<file path="config.mk">
export PLATFORM = sky130hd
export DESIGN_NAME = systolic_pe_mp
export DESIGN_NICKNAME = d
export VERILOG_FILES = /design/src/rtl/systolic_pkg.sv /design/src/rtl/pe_weight_mult.sv /design/src/rtl/systolic_pe_mp.sv
export SDC_FILE = /design/constraint.sdc
export NUM_CORES = 1
export LEC_CHECK = 0
export ABC_AREA = 1
export CAP_MARGIN = 20
export CORE_UTILIZATION = 54
export CTS_CLUSTER_SIZE = 8
export DETAILED_ROUTE_END_ITERATION = 12
export HOLD_SLACK_MARGIN = 0.02
export PLACE_DENSITY = 0.76
export SYNTH_ARGS = -nofsm -noshare
export SYNTH_HDL_FRONTEND = slang
export SYNTH_SLANG_ARGS = --single-unit
</file>
<file path="constraint.sdc">
create_clock -name clk -period 9 [get_ports clk]
set_input_delay 1.8 -clock clk [delete_from_list [all_inputs] [get_ports clk]]
set_output_delay 1.8 -clock clk [all_outputs]
set_load 0.005 [all_outputs]
</file>
<file path="src/rtl/systolic_pkg.sv">
`timescale 1ns/1ps
`default_nettype none
// ============================================================================
// systolic_pkg : shared types and helpers for the multi-precision systolic PE
// Rev 1.0 - initial release
// ============================================================================
package systolic_pkg;

  typedef enum logic [1:0] {
    MODE_1B = 2'd0,
    MODE_2B = 2'd1,
    MODE_4B = 2'd2,
    MODE_8B = 2'd3
  } pe_mode_t;

  typedef enum logic [1:0] {
    ST_EMPTY   = 2'd0,
    ST_LOADING = 2'd1,
    ST_READY   = 2'd2
  } pe_state_t;

  // Product headroom: decoded weights never exceed 8 signed bits.
  localparam int unsigned PROD_EXT = 8;

  function automatic logic signed [63:0] saturate(input logic signed [63:0] v,
                                                  input int width);
    logic signed [63:0] hi;
    logic signed [63:0] lo;
    hi = (64'sd1 <<< (width - 1)) - 64'sd1;
    lo = -hi - 64'sd1;
    if (v > hi) return hi;
    if (v < lo) return lo;
    return v;
  endfunction

endpackage
`default_nettype wire

</file>
<file path="src/rtl/pe_weight_mult.sv">
`timescale 1ns/1ps
`default_nettype none
// ============================================================================
// pe_weight_mult : weight decode, multiply, fixed-point shift, accumulate, clamp
// Rev 1.0 - initial release
// ============================================================================
module pe_weight_mult
  import systolic_pkg::*;
#(
  parameter int BitSize        = 8,
  parameter int Weight_BitSize = 8,
  parameter int FixedPointPos  = 0,
  parameter int Saturate       = 1
) (
  input  pe_mode_t                    i_mode,
  input  logic [Weight_BitSize-1:0]   i_b,
  input  logic signed [BitSize-1:0]   i_a,
  input  logic signed [BitSize-1:0]   i_psum,
  output logic [BitSize-1:0]          o_result,
  output logic                        o_overflow
);

  localparam int c_PW = BitSize + int'(PROD_EXT);
  localparam int c_SW = c_PW + 1;

  logic [7:0]               w_b8;
  logic signed [7:0]        w_weight;
  logic signed [c_PW-1:0]   w_prod;
  logic signed [c_PW-1:0]   w_shift;
  logic signed [c_SW-1:0]   w_sum;
  logic signed [63:0]       w_sum64;
  logic signed [63:0]       w_sat;

  // Narrow weight buses are sign-extended so 8-bit mode sees a signed value.
  generate
    if (Weight_BitSize >= 8) begin : g_pad_wide
      assign w_b8 = i_b[7:0];
    end else begin : g_pad_narrow
      assign w_b8 = {{(8 - Weight_BitSize){i_b[Weight_BitSize-1]}}, i_b};
    end
  endgenerate

  always_comb begin
    w_weight = w_b8;
    case (i_mode)
      MODE_1B: w_weight = w_b8[0] ? 8'sd1 : -8'sd1;
      MODE_2B: w_weight = {{6{w_b8[1]}}, w_b8[1:0]};
      MODE_4B: w_weight = {{4{w_b8[3]}}, w_b8[3:0]};
      default: w_weight = w_b8;
    endcase
  end

  assign w_prod  = $signed({{PROD_EXT{i_a[BitSize-1]}}, i_a}) *
                   $signed({{BitSize{w_weight[7]}}, w_weight});
  assign w_shift = w_prod >>> FixedPointPos;
  assign w_sum   = $signed({w_shift[c_PW-1], w_shift}) +
                   $signed({{(c_SW - BitSize){i_psum[BitSize-1]}}, i_psum});
  assign w_sum64 = {{(64 - c_SW){w_sum[c_SW-1]}}, w_sum};
  assign w_sat   = saturate(w_sum64, BitSize);

  assign o_overflow = (w_sat != w_sum64);
  assign o_result   = (Saturate != 0) ? w_sat[BitSize-1:0] : w_sum[BitSize-1:0];

endmodule
`default_nettype wire

</file>
<file path="src/rtl/systolic_pe_mp.sv">
`timescale 1ns/1ps
`default_nettype none
// ============================================================================
// systolic_pe_mp : multi-precision systolic PE with a preloaded weight ring
// Rev 1.0 - initial release
// ============================================================================
module systolic_pe_mp
  import systolic_pkg::*;
#(
  parameter int BitSize        = 8,
  parameter int Weight_BitSize = 8,
  parameter int Depth          = 4,
  parameter int Offset         = 0,
  parameter int FixedPointPos  = 0,
  parameter int Saturate       = 1
) (
  input  logic                        clk,
  input  logic                        res,
  input  logic [1:0]                  in_mode,
  input  logic                        en_l_b,
  input  logic [Weight_BitSize-1:0]   in_b,
  output logic [Weight_BitSize-1:0]   out_b,
  output logic                        out_l_b,
  input  logic                        in_valid,
  input  logic                        in_increment,
  input  logic signed [BitSize-1:0]   in_a,
  input  logic signed [BitSize-1:0]   in_partial_sum,
  output logic                        in_ready,
  output logic                        out_valid,
  output logic                        out_increment,
  output logic                        out_overflow,
  output logic                        out_loaded,
  output logic signed [BitSize-1:0]   out_a,
  output logic signed [BitSize-1:0]   out_partial_sum,
  input  logic                        out_ready
);

  localparam int                c_PTR_W     = (Depth > 1) ? $clog2(Depth) : 1;
  localparam int                c_CNT_W     = $clog2(Depth + 1);
  localparam logic [c_PTR_W-1:0] c_PTR_START = c_PTR_W'(Offset % Depth);
  localparam logic [c_PTR_W-1:0] c_PTR_LAST  = c_PTR_W'(Depth - 1);
  localparam logic [c_CNT_W-1:0] c_CNT_LAST  = c_CNT_W'(Depth - 1);

  pe_state_t                    r_state;
  pe_state_t                    w_state_nxt;
  pe_mode_t                     r_mode;
  logic [Weight_BitSize-1:0]    r_w [Depth];
  logic [c_CNT_W-1:0]           r_cnt;
  logic [c_PTR_W-1:0]           r_ptr;
  logic [c_PTR_W-1:0]           w_ptr_nxt;
  logic                         w_start;
  logic                         w_store;
  logic                         w_fire;
  logic [Weight_BitSize-1:0]    w_cur_b;
  logic [BitSize-1:0]           w_result;
  logic                         w_ovf;

  logic                         r_valid;
  logic                         r_inc;
  logic                         r_ovf;
  logic signed [BitSize-1:0]    r_a;
  logic signed [BitSize-1:0]    r_psum;
  logic [Weight_BitSize-1:0]    r_b;
  logic                         r_l_b;

  always_ff @(posedge clk or posedge res) begin
    if (res) r_state <= ST_EMPTY;
    else     r_state <= w_state_nxt;
  end

  always_comb begin
    w_state_nxt = r_state;
    w_start     = 1'b0;
    w_store     = 1'b0;
    case (r_state)
      ST_EMPTY, ST_READY: begin
        if (en_l_b) begin
          w_start     = 1'b1;
          w_state_nxt = (Depth == 1) ? ST_READY : ST_LOADING;
        end
      end
      ST_LOADING: begin
        if (en_l_b) begin
          w_store = 1'b1;
          if (r_cnt == c_CNT_LAST) w_state_nxt = ST_READY;
        end
      end
      default: w_state_nxt = ST_EMPTY;
    endcase
  end

  assign in_ready  = (r_state == ST_READY) && !en_l_b && (!r_valid || out_ready);
  assign w_fire    = in_valid && in_ready;
  assign w_ptr_nxt = !in_increment        ? r_ptr :
                     (r_ptr == c_PTR_LAST) ? '0    : r_ptr + 1'b1;
  assign w_cur_b   = r_w[r_ptr];

  always_ff @(posedge clk or posedge res) begin
    if (res) begin
      for (int i = 0; i < Depth; i++) r_w[i] <= '0;
      r_cnt  <= '0;
      r_mode <= MODE_1B;
    end else if (w_start) begin
      r_w[0] <= in_b;
      r_cnt  <= c_CNT_W'(1);
      r_mode <= pe_mode_t'(in_mode);
    end else if (w_store) begin
      r_w[r_cnt[c_PTR_W-1:0]] <= in_b;
      r_cnt                   <= r_cnt + 1'b1;
    end
  end

  pe_weight_mult #(
    .BitSize        (BitSize),
    .Weight_BitSize (Weight_BitSize),
    .FixedPointPos  (FixedPointPos),
    .Saturate       (Saturate)
  ) u_mult (
    .i_mode     (r_mode),
    .i_b        (w_cur_b),
    .i_a        (in_a),
    .i_psum     (in_partial_sum),
    .o_result   (w_result),
    .o_overflow (w_ovf)
  );

  // Output register is independent of the load FSM so a reload never drops a pending beat.
  always_ff @(posedge clk or posedge res) begin
    if (res) begin
      r_ptr   <= c_PTR_START;
      r_valid <= 1'b0;
      r_inc   <= 1'b0;
      r_ovf   <= 1'b0;
      r_a     <= '0;
      r_psum  <= '0;
      r_b     <= '0;
      r_l_b   <= 1'b0;
    end else begin
      r_b   <= in_b;
      r_l_b <= en_l_b;
      if (w_start)     r_ptr <= c_PTR_START;
      else if (w_fire) r_ptr <= w_ptr_nxt;
      if (w_fire) begin
        r_valid <= 1'b1;
        r_inc   <= in_increment;
        r_ovf   <= w_ovf;
        r_a     <= in_a;
        r_psum  <= w_result;
      end else if (out_ready) begin
        r_valid <= 1'b0;
      end
    end
  end

  assign out_b           = r_b;
  assign out_l_b         = r_l_b;
  assign out_valid       = r_valid;
  assign out_increment   = r_inc;
  assign out_overflow    = r_ovf;
  assign out_a           = r_a;
  assign out_partial_sum = r_psum;
  assign out_loaded      = (r_state == ST_READY);

endmodule
`default_nettype wire

</file>
**Metal 1**

Scale bar: 20 µm. Cells faint in the background.
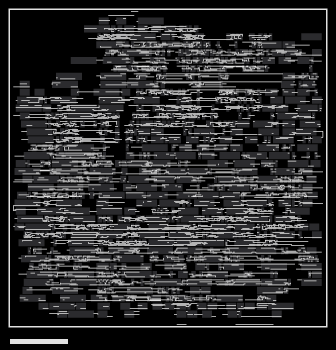
The layer carries 5810 µm of wire. The longest straight run is 42.8 µm.
met1 Usage GRT: 0.313
DR vias: 5075
final wirelength: 14000 µm

**Signal wires on met2**

Cells faint in the background.
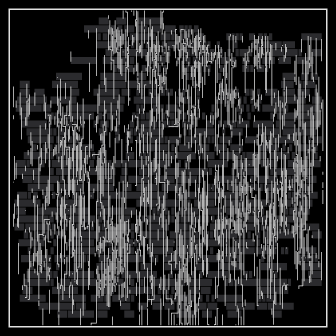
The layer holds 51% of the routed length. The longest straight run is 50.3 µm.
met2 GRT Util: 0.475

**M3 wires**

Scale bar: 20 µm. Cells faint in the background.
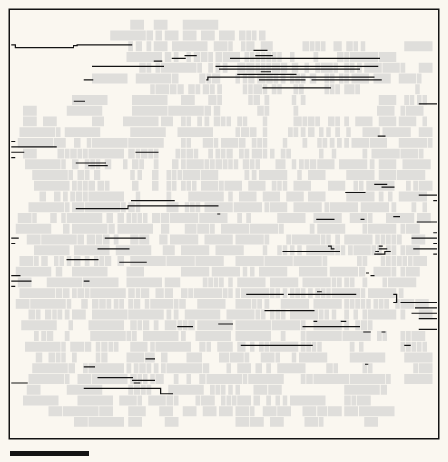
70 nets have wire on it. The longest straight run is 42.1 µm. The layer holds 4.7% of the routed length. The wires run mostly horizontal. The layer carries 651 µm of wire.
met3 Resource Use GR: 0.0398

**Cell outlines without signal wires**

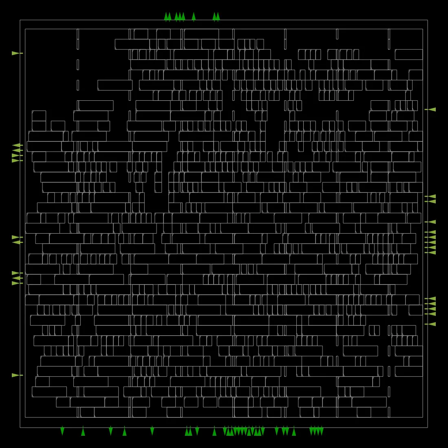
Final Core Density: 0.654
row count: 38
fin cells: 971
fill count: 935
Seq area share: 0.241

==> GITHUB_STEP_SUMMARY <==
## PnR job results

| Metric | Value |
|---|---|
| CP max-delay cell | fa_1 |
| Cells after Synth | 763 |
| Most used cell, CP | nand2_1 |
| Hold_buf cts | 0 |
| HP Start | out_a[6] |
| Final weighted congestion in routability-driven placement | about 0.9 |
| Most used flip-flop cell | dfrtp_1 |
| Initial Util | 0.560 |
| Unrepaired setup endpoints after global routing | false |
| Most Crowded Layer GR | met2 |
| # H-tree levels | 3 |
| Status | finished, final reports clean |
| Most numerous logic cell after layout | nand2_1 |
| Cell depth of the worst setup path | 25 |
| Area leader share | 0.282 |
| Ys Warns | 0 |
| # DRC | 0 |
| Remaining global-route overflow | 0 |
| HPWL Detailed | ~11000 µm |
| Least-Margin Pin Slew | 1.02 ns |
| Final Hold Violating Endpoints | 0 |
| Post-synth EDFFs | 0 |
| HP Class | reg2reg |
| Min Tclk post-route | roughly 7.3 ns |
| Die W | 108 µm |
| Most common logic cells in the final layout | nand2_1, inv_1, nor2_1, dfrtp_1, fa_1 |
| Largest net degree at the start of global routing | 70 |
| Log Warnings | 29 |
| DR iter-0 viols | ~340 |
| Chip Area | ~0.012 mm² |
| Top Family by Delay on Critical Path | adder cells |
